==> config.mk <==
export PLATFORM = sky130hd
export DESIGN_NAME = lock_input_conditioner
export DESIGN_NICKNAME = d
export VERILOG_FILES = /design/src/rtl/lock_io_pkg.sv /design/src/rtl/debounce_cell.sv /design/src/rtl/lock_input_conditioner.sv
export SDC_FILE = /design/constraint.sdc
export NUM_CORES = 1
export LEC_CHECK = 0
export ABC_AREA = 1
export CORE_MARGIN = 2
export CORE_UTILIZATION = 69
export CTS_BUF_LIST = sky130_fd_sc_hd__clkbuf_2 sky130_fd_sc_hd__clkbuf_4 sky130_fd_sc_hd__clkbuf_8
export CTS_CLUSTER_SIZE = 20
export DETAILED_ROUTE_END_ITERATION = 10
export PLACE_DENSITY = 0.86
export SYNTH_ARGS = -nofsm -noshare
export SYNTH_HDL_FRONTEND = slang
export SYNTH_SLANG_ARGS = --single-unit
export TNS_END_PERCENT = 10
==> constraint.sdc <==
create_clock -name clk -period 2.3 [get_ports clk]
set_input_delay 0.575 -clock clk [delete_from_list [all_inputs] [get_ports clk]]
set_output_delay 0.575 -clock clk [all_outputs]
set_load 0.005 [all_outputs]
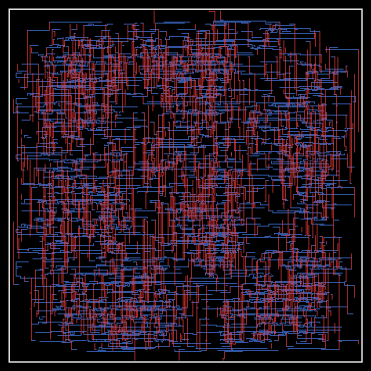
(run_1/layers.png)
Drawn at 3 px/um. Only two layers are drawn.
| color | layer | wire length |
|---|---|---|
| red | M2 | 8410 um |
| blue | M1 | 8050 um |
vias post-DR: 7223
Final Routed Wirelength: 17.60 mm
gr usage total: 0.2815
routed length per placed instance: 12.77 um

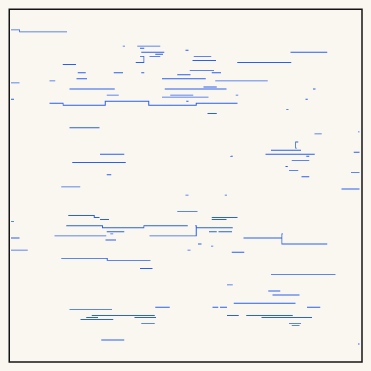
(run_1/m3.png)
Drawn at 3 px/um.
nets with wire on the layer: 78
share of all routed wire: 4.4%
longest straight run: 21.2 um
fraction of met3 tracks used by global routing: 0.06179

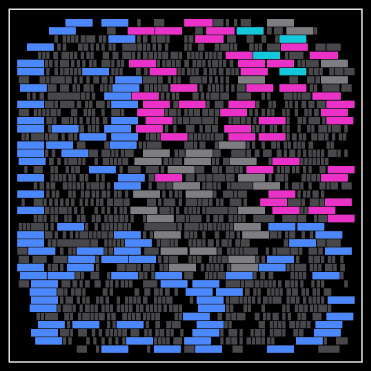
(run_1/blocks.png)
Drawn at 3 px/um. Other sequential cells in the stronger gray, the rest of the logic in the fainter gray.
| color | scope | flops |
|---|---|---|
| magenta | `g_key` | 44 |
| blue | `g_sw` | 88 |
| cyan | `g_rpt` | 4 |
final non-filler cell total: 1378
final core area utilization: 0.7678

==> impl_report.txt, run 1 <==
FLOW METRICS REPORT
----------------------------------------------------
[STA]
  Top achievable clock speed ........................ roughly 460 MHz
  Max transition margin ........................ 0.3789
  Final period demand of the worst path ........................ 2.175 ns
  Max Transition Viols Final ........................ 0

[Yosys]
  Top cell types by occurrence after synthesis ........................ 285 x sky130_fd_sc_hd__nor2_1, 258 x sky130_fd_sc_hd__nand2_1, 158 x sky130_fd_sc_hd__dfrtp_1
  Post-synth cell types ........................ 37
  Seq share, synth ........................ 0.4657
  Fraction of synthesis flops using an asynchronous set or reset pin ........................ 1.000
  Cell accounting for the most synthesized area ........................ sky130_fd_sc_hd__dfrtp_1
  Top cells, area ........................ sky130_fd_sc_hd__dfrtp_1 45%, sky130_fd_sc_hd__nor2_1 12%, sky130_fd_sc_hd__nand2_1 11%
  Synthesized chip area reported by yosys ........................ 8828 sq um

[Clock tree]
  CTS H-Tree Depth ........................ 4
  Clock network latency to the later pin of the worst-skew pair ........................ roughly 0.46 ns
  Sinks on Clock Net ........................ approximately 160
  Number of resized instances in the post-cts repair step ........................ 0
  Total CTS buffers ........................ 17

[Die]
  I/O pin count ........................ 17
  DIE HEIGHT ........................ 117.1 um

[Detailed routing]
  Antenna-violating nets left ........................ 0
  Count of TritonRoute iterations in the first routing pass ........................ 5
  1st-iter DRT viols ........................ 711

[Finish]
  Fill count ........................ 929
  Final net count ........................ 1210
  Area growth from synthesis to layout ........................ 9.311%
  Share of final-layout standard cells stronger than drive strength 1 ........................ 0.09453
  Number of flip-flops in the largest register ........................ 76

[Power]
  Static leakage ........................ 4.243 nW
  Cell internal pwr ........................ 4.086 mW

[Worst hold path]
  Worst hold path type ........................ in -> async

[Global route]
  Global-route wire length before repair ........................ 30.19 mm
  Number of global-route vias before repair ........................ 6885
  Initial antenna violation count ........................ 0
  Pin count of the biggest net entering global routing ........................ approximately 52

[Worst setup path]
  Register-to-register setup slack ........................ around 0.62 ns
  Stage delay of the slowest cell on the critical path ........................ 0.58 ns
  Type of the worst setup path ........................ reg -> out
  Slowest stage cell, crit path ........................ sky130_fd_sc_hd__dfstp_2

[Run]
  MaxCap Viol Count ........................ 0
  Tool Warnings ........................ 26

[Run status]
  Outcome ........................ finished, final reports clean

[Placement]
  Placed wire-length estimate after detailed placement ........................ 12.75 mm

----------------------------------------------------
==> run 1: area by class of cell <==
class,count,area (sq um),area share
clock buffers,18,247.7,0.02567
clock inverters,14,177.7,0.01841
inverters,136,510.5,0.05290
multi-input cells,852,4156,0.4307
flip-flops and latches,164,4111,0.4260
well taps,172,215.2,0.02230
repair buffers,22,231.5,0.02399
==> run 1: critical path, delay by kind of cell (launching register included) <==
family   cells  cell delay, ns
flops        1            0.58
buf+inv      2            0.57
==> run 1: routing by layer <==
metal  vias up  track usage  share of wire
met5         -            0              0
met4         0       0.1122          0.021
met3        35      0.06179          0.044
met2       180       0.4536           0.48
met1      3327       0.3753           0.46
li1       3681            -              -
==> run 1: layout by cell type, fill, tap and decap left out, drive strengths merged <==
cell type / synthesis / routed
nand4: 21 / 21
o21a: 2 / 2
xnor2: 21 / 21
a22o: 2 / 2
clkinv: 0 / 5
a31o: 1 / 1
bufinv: 0 / 3
dfrtp: 158 / 158
ha: 9 / 9
a21oi: 28 / 28
buf: 4 / 7
nor3b: 5 / 5
nand2: 270 / 270
a31oi: 2 / 2
nand3b: 5 / 5
clkdlybuf4s50: 0 / 15
dfstp: 6 / 6
nand3: 77 / 77
o21ai: 17 / 17
xor2: 46 / 46
nor3: 21 / 21
clkinvlp: 0 / 4
nor2: 321 / 321
clkbuf: 5 / 18
inv: 136 / 138
a211oi: 3 / 3
and2: 1 / 1
==> run 1: cell families after synthesis <==
family,Yosys count,share of synthesized area
adders and majority gates,9,0.01276
AOI/OAI and AO/OA,55,0.03586
xor gates and xnor gates,67,0.06732
DFF,164,0.4657
and+or+nand+nor,721,0.3549
buffers and inverters,145,0.06349
==> run 1: metrics by stage <==
stage	cells	area, sq um	power [mW]	setup WS, ns
finish	1378	9651	5.326	0.1255
global route	1378	9651	5.546	0.04787
CTS	1378	9651	5.390	0.08697
detailed placement	1346	9225	3.194	0.6020
global placement	1346	9225	3.185	0.6265
floorplan	1161	8828	3.083	0.8600
==> run 1: power groups by stage <==
stage	Sequential, mW	Combinational [mW]	Clock, mW
after floorplan	3.00	0.0853	0
after global placement	3.00	0.185	0
after global routing	2.95	0.218	2.38
after detailed placement	3.00	0.191	0
final	2.95	0.186	2.19
after CTS	2.95	0.192	2.25
==> run_1/ff_map.png <==
Drawn at 4 px/um. Other sequential cells in the stronger gray, the rest of the logic in the fainter gray.
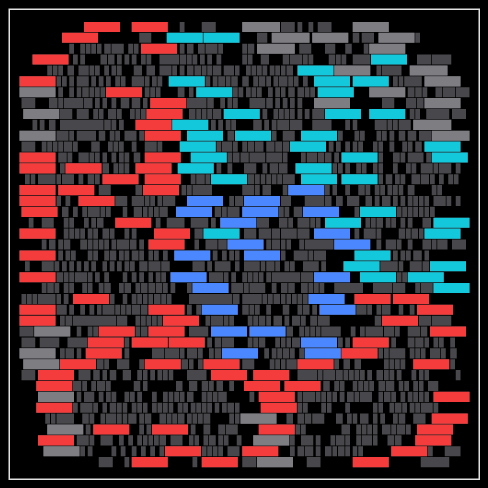

==> run 1 -> run 2 <==
CAP_MARGIN = 20   (was not set)
CORE_ASPECT_RATIO = 1.2   (was not set)
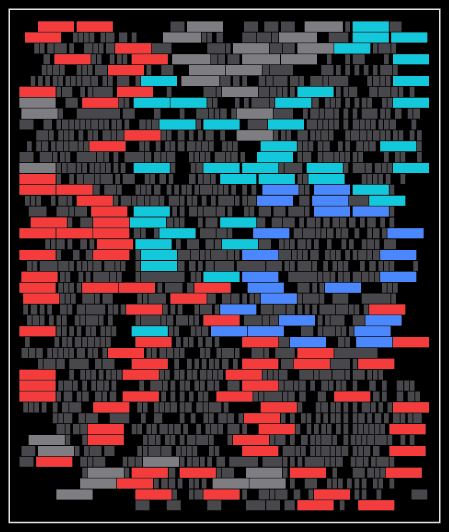
(run_2/ff_map.png)
Drawn at 4 px/um. Other sequential cells in the stronger gray, the rest of the logic in the fainter gray.
| color | name in the netlist | flops |
|---|---|---|
| cyan | `g_key.u_db.cnt_q` | 38 |
| blue | `tick_cnt_q` | 23 |
| red | `g_sw.u_db.cnt_q` | 76 |
power dissipated in sequential cells: 2.95 mW
register cell area after layout: 4111 sq um
final core area utilization: 0.7675
Seq/total area: 0.4266

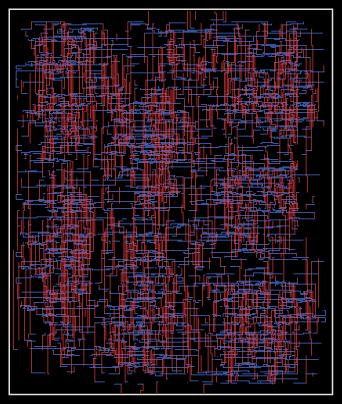
(run_2/layers.png)
Drawn at 3 px/um. Only two layers are drawn.
| color | layer | wire length |
|---|---|---|
| red | M2 | 8840 um |
| blue | M1 | 7470 um |
gr usage total: 0.2734
Final Routed Wirelength: 17.24 mm

==> impl_report.txt, run 2 <==
FLOW METRICS REPORT
----------------------------------------------------
[Run status]
  Outcome ........................ finished, final reports clean

[Detailed routing]
  Routed length per placed instance ........................ 12.59 um
  Antenna-violating nets left ........................ 0
  Count of TritonRoute iterations in the first routing pass ........................ 7
  Vias post-DR ........................ 7293
  1st-iter DRT viols ........................ 509
  Detailed-route vias per instance ........................ 5.323

[Placement]
  Buffers on Ports ........................ 16
  Number of placed cells counting well taps ........................ 1338

[Finish]
  Leading cell type in the layout, fill and taps excluded ........................ sky130_fd_sc_hd__nor2_1
  Number of flip-flops in the largest register ........................ 76
  Area growth from synthesis to layout ........................ 9.155%
  Share of final-layout standard cells stronger than drive strength 1 ........................ 0.09453
  Final net count ........................ 1210
  Most frequent logic cells in the routed design ........................ 285 x sky130_fd_sc_hd__nor2_1, 258 x sky130_fd_sc_hd__nand2_1, 158 x sky130_fd_sc_hd__dfrtp_1

[Power]
  Cell internal pwr ........................ 4.151 mW
  Static leakage ........................ roughly 4.3 nW

[Worst hold path]
  Worst hold path type ........................ in -> async

[Die]
  I/O pin count ........................ 17
  DIE HEIGHT ........................ 127.9 um
  Overall die width ........................ approximately 110 um
  Starting density of the core ........................ 0.7031

[Global route]
  Pin count of the biggest net entering global routing ........................ 49
  Initial antenna violation count ........................ 0
  Number of global-route vias before repair ........................ between 7000 and 8000
  Global-route wire length before repair ........................ about 30 mm

[Clock tree]
  Sinks on Clock Net ........................ 164
  Number of resized instances in the post-cts repair step ........................ 0
  Total CTS buffers ........................ 17
  CTS H-Tree Depth ........................ 4
  Clock network latency to the later pin of the worst-skew pair ........................ 0.47 ns

[Worst setup path]
  Register-to-register setup slack ........................ 0.65 ns
  Type of the worst setup path ........................ reg -> out
  Slowest stage cell, crit path ........................ sky130_fd_sc_hd__dfstp_2

[Yosys]
  Cell accounting for the most synthesized area ........................ sky130_fd_sc_hd__dfrtp_1
  Seq share, synth ........................ 0.4657
  Fraction of synthesis flops using an asynchronous set or reset pin ........................ 1.000
  Top cells, area ........................ sky130_fd_sc_hd__dfrtp_1 45%, sky130_fd_sc_hd__nor2_1 12%, sky130_fd_sc_hd__nand2_1 11%
  Top cell types by occurrence after synthesis ........................ 285 x sky130_fd_sc_hd__nor2_1, 258 x sky130_fd_sc_hd__nand2_1, 158 x sky130_fd_sc_hd__dfrtp_1
  Synthesized chip area reported by yosys ........................ between 8000 and 9000 sq um

[STA]
  Max Transition Viols Final ........................ 0
  Final period demand of the worst path ........................ around 2.2 ns

[Run]
  Tool Warnings ........................ 26

----------------------------------------------------
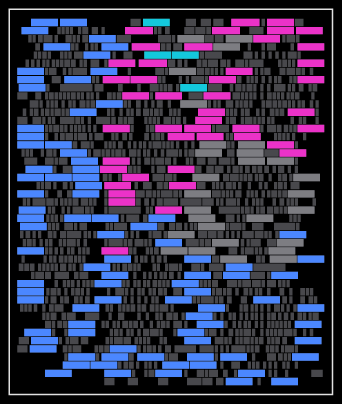
(run_2/blocks.png)
Drawn at 3 px/um. Other sequential cells in the stronger gray, the rest of the logic in the fainter gray.
| color | scope | flops |
|---|---|---|
| cyan | `g_rpt` | 4 |
| blue | `g_sw` | 88 |
| magenta | `g_key` | 44 |
not colored: 28
Die Area: 13720 sq um
final non-filler cell total: 1370

## run 2: cell families after synthesis
kind of cell,Yosys count,share of synthesized area
adder cells (fa/ha/maj),9,0.01276
AND/OR/NAND/NOR,721,0.3549
XOR/XNOR,67,0.06732
flip-flops,164,0.4657
buffers and inverters,145,0.06349
AND-OR/OR-AND,55,0.03586
## run 2: final cells by class
class                           count  area, sq um
Clock buffer                       23        291.5
Fill cell                         914         2919
Tap cell                          164        205.2
Clock inverter                      9        130.1
Sequential cell                   164         4111
Inverter                          136        510.5
Multi-Input combinational cell    852         4156
Timing Repair Buffer               22        231.5
## run 2: per-stage QoR
| step | cell area, sq um | total power [mW] | setup WS, ns | hold slack (ns) | utilization |
|---|---|---|---|---|---|
| after CTS | 9637 | 5.360 | 0.1043 | 0.006881 | 0.7675 |
| after global placement | 9215 | 3.185 | 0.6564 | 0.3315 | 0.7339 |
| final | 9637 | 5.304 | 0.1416 | 0.01378 | 0.7675 |
| after detailed placement | 9215 | 3.192 | 0.6201 | 0.3347 | 0.7339 |
| after floorplan | 8828 | 3.083 | 0.8600 | 0.2794 | - |
| after global routing | 9637 | 5.505 | 0.05938 | 0.02696 | 0.7675 |
## run 2: power groups by stage
stage               Clock, mW  Combinational [mW]  Sequential, mW
CTS                      2.22               0.190            2.95
floorplan                   0              0.0853            3.00
global placement            0               0.185            3.00
global route             2.34               0.216            2.95
finish                   2.17               0.184            2.95
detailed placement          0               0.189            3.00
## run 2: layer usage
metal / vias to the layer above / routed length, um / GRT usage
met5: - / 0 / 0
met4: 0 / 376 / 0.1077
met3: 44 / 553 / 0.05897
met2: 146 / 8844 / 0.4747
met1: 3433 / 7467 / 0.3322
li1: 3670 / - / -
## run 2: critical path, delay by kind of cell (launching register included)
kind	cells	cell delay [ns]
flops	1	0.57
buf+inv	2	0.55
Power is estimated from default activity; no workload was simulated.
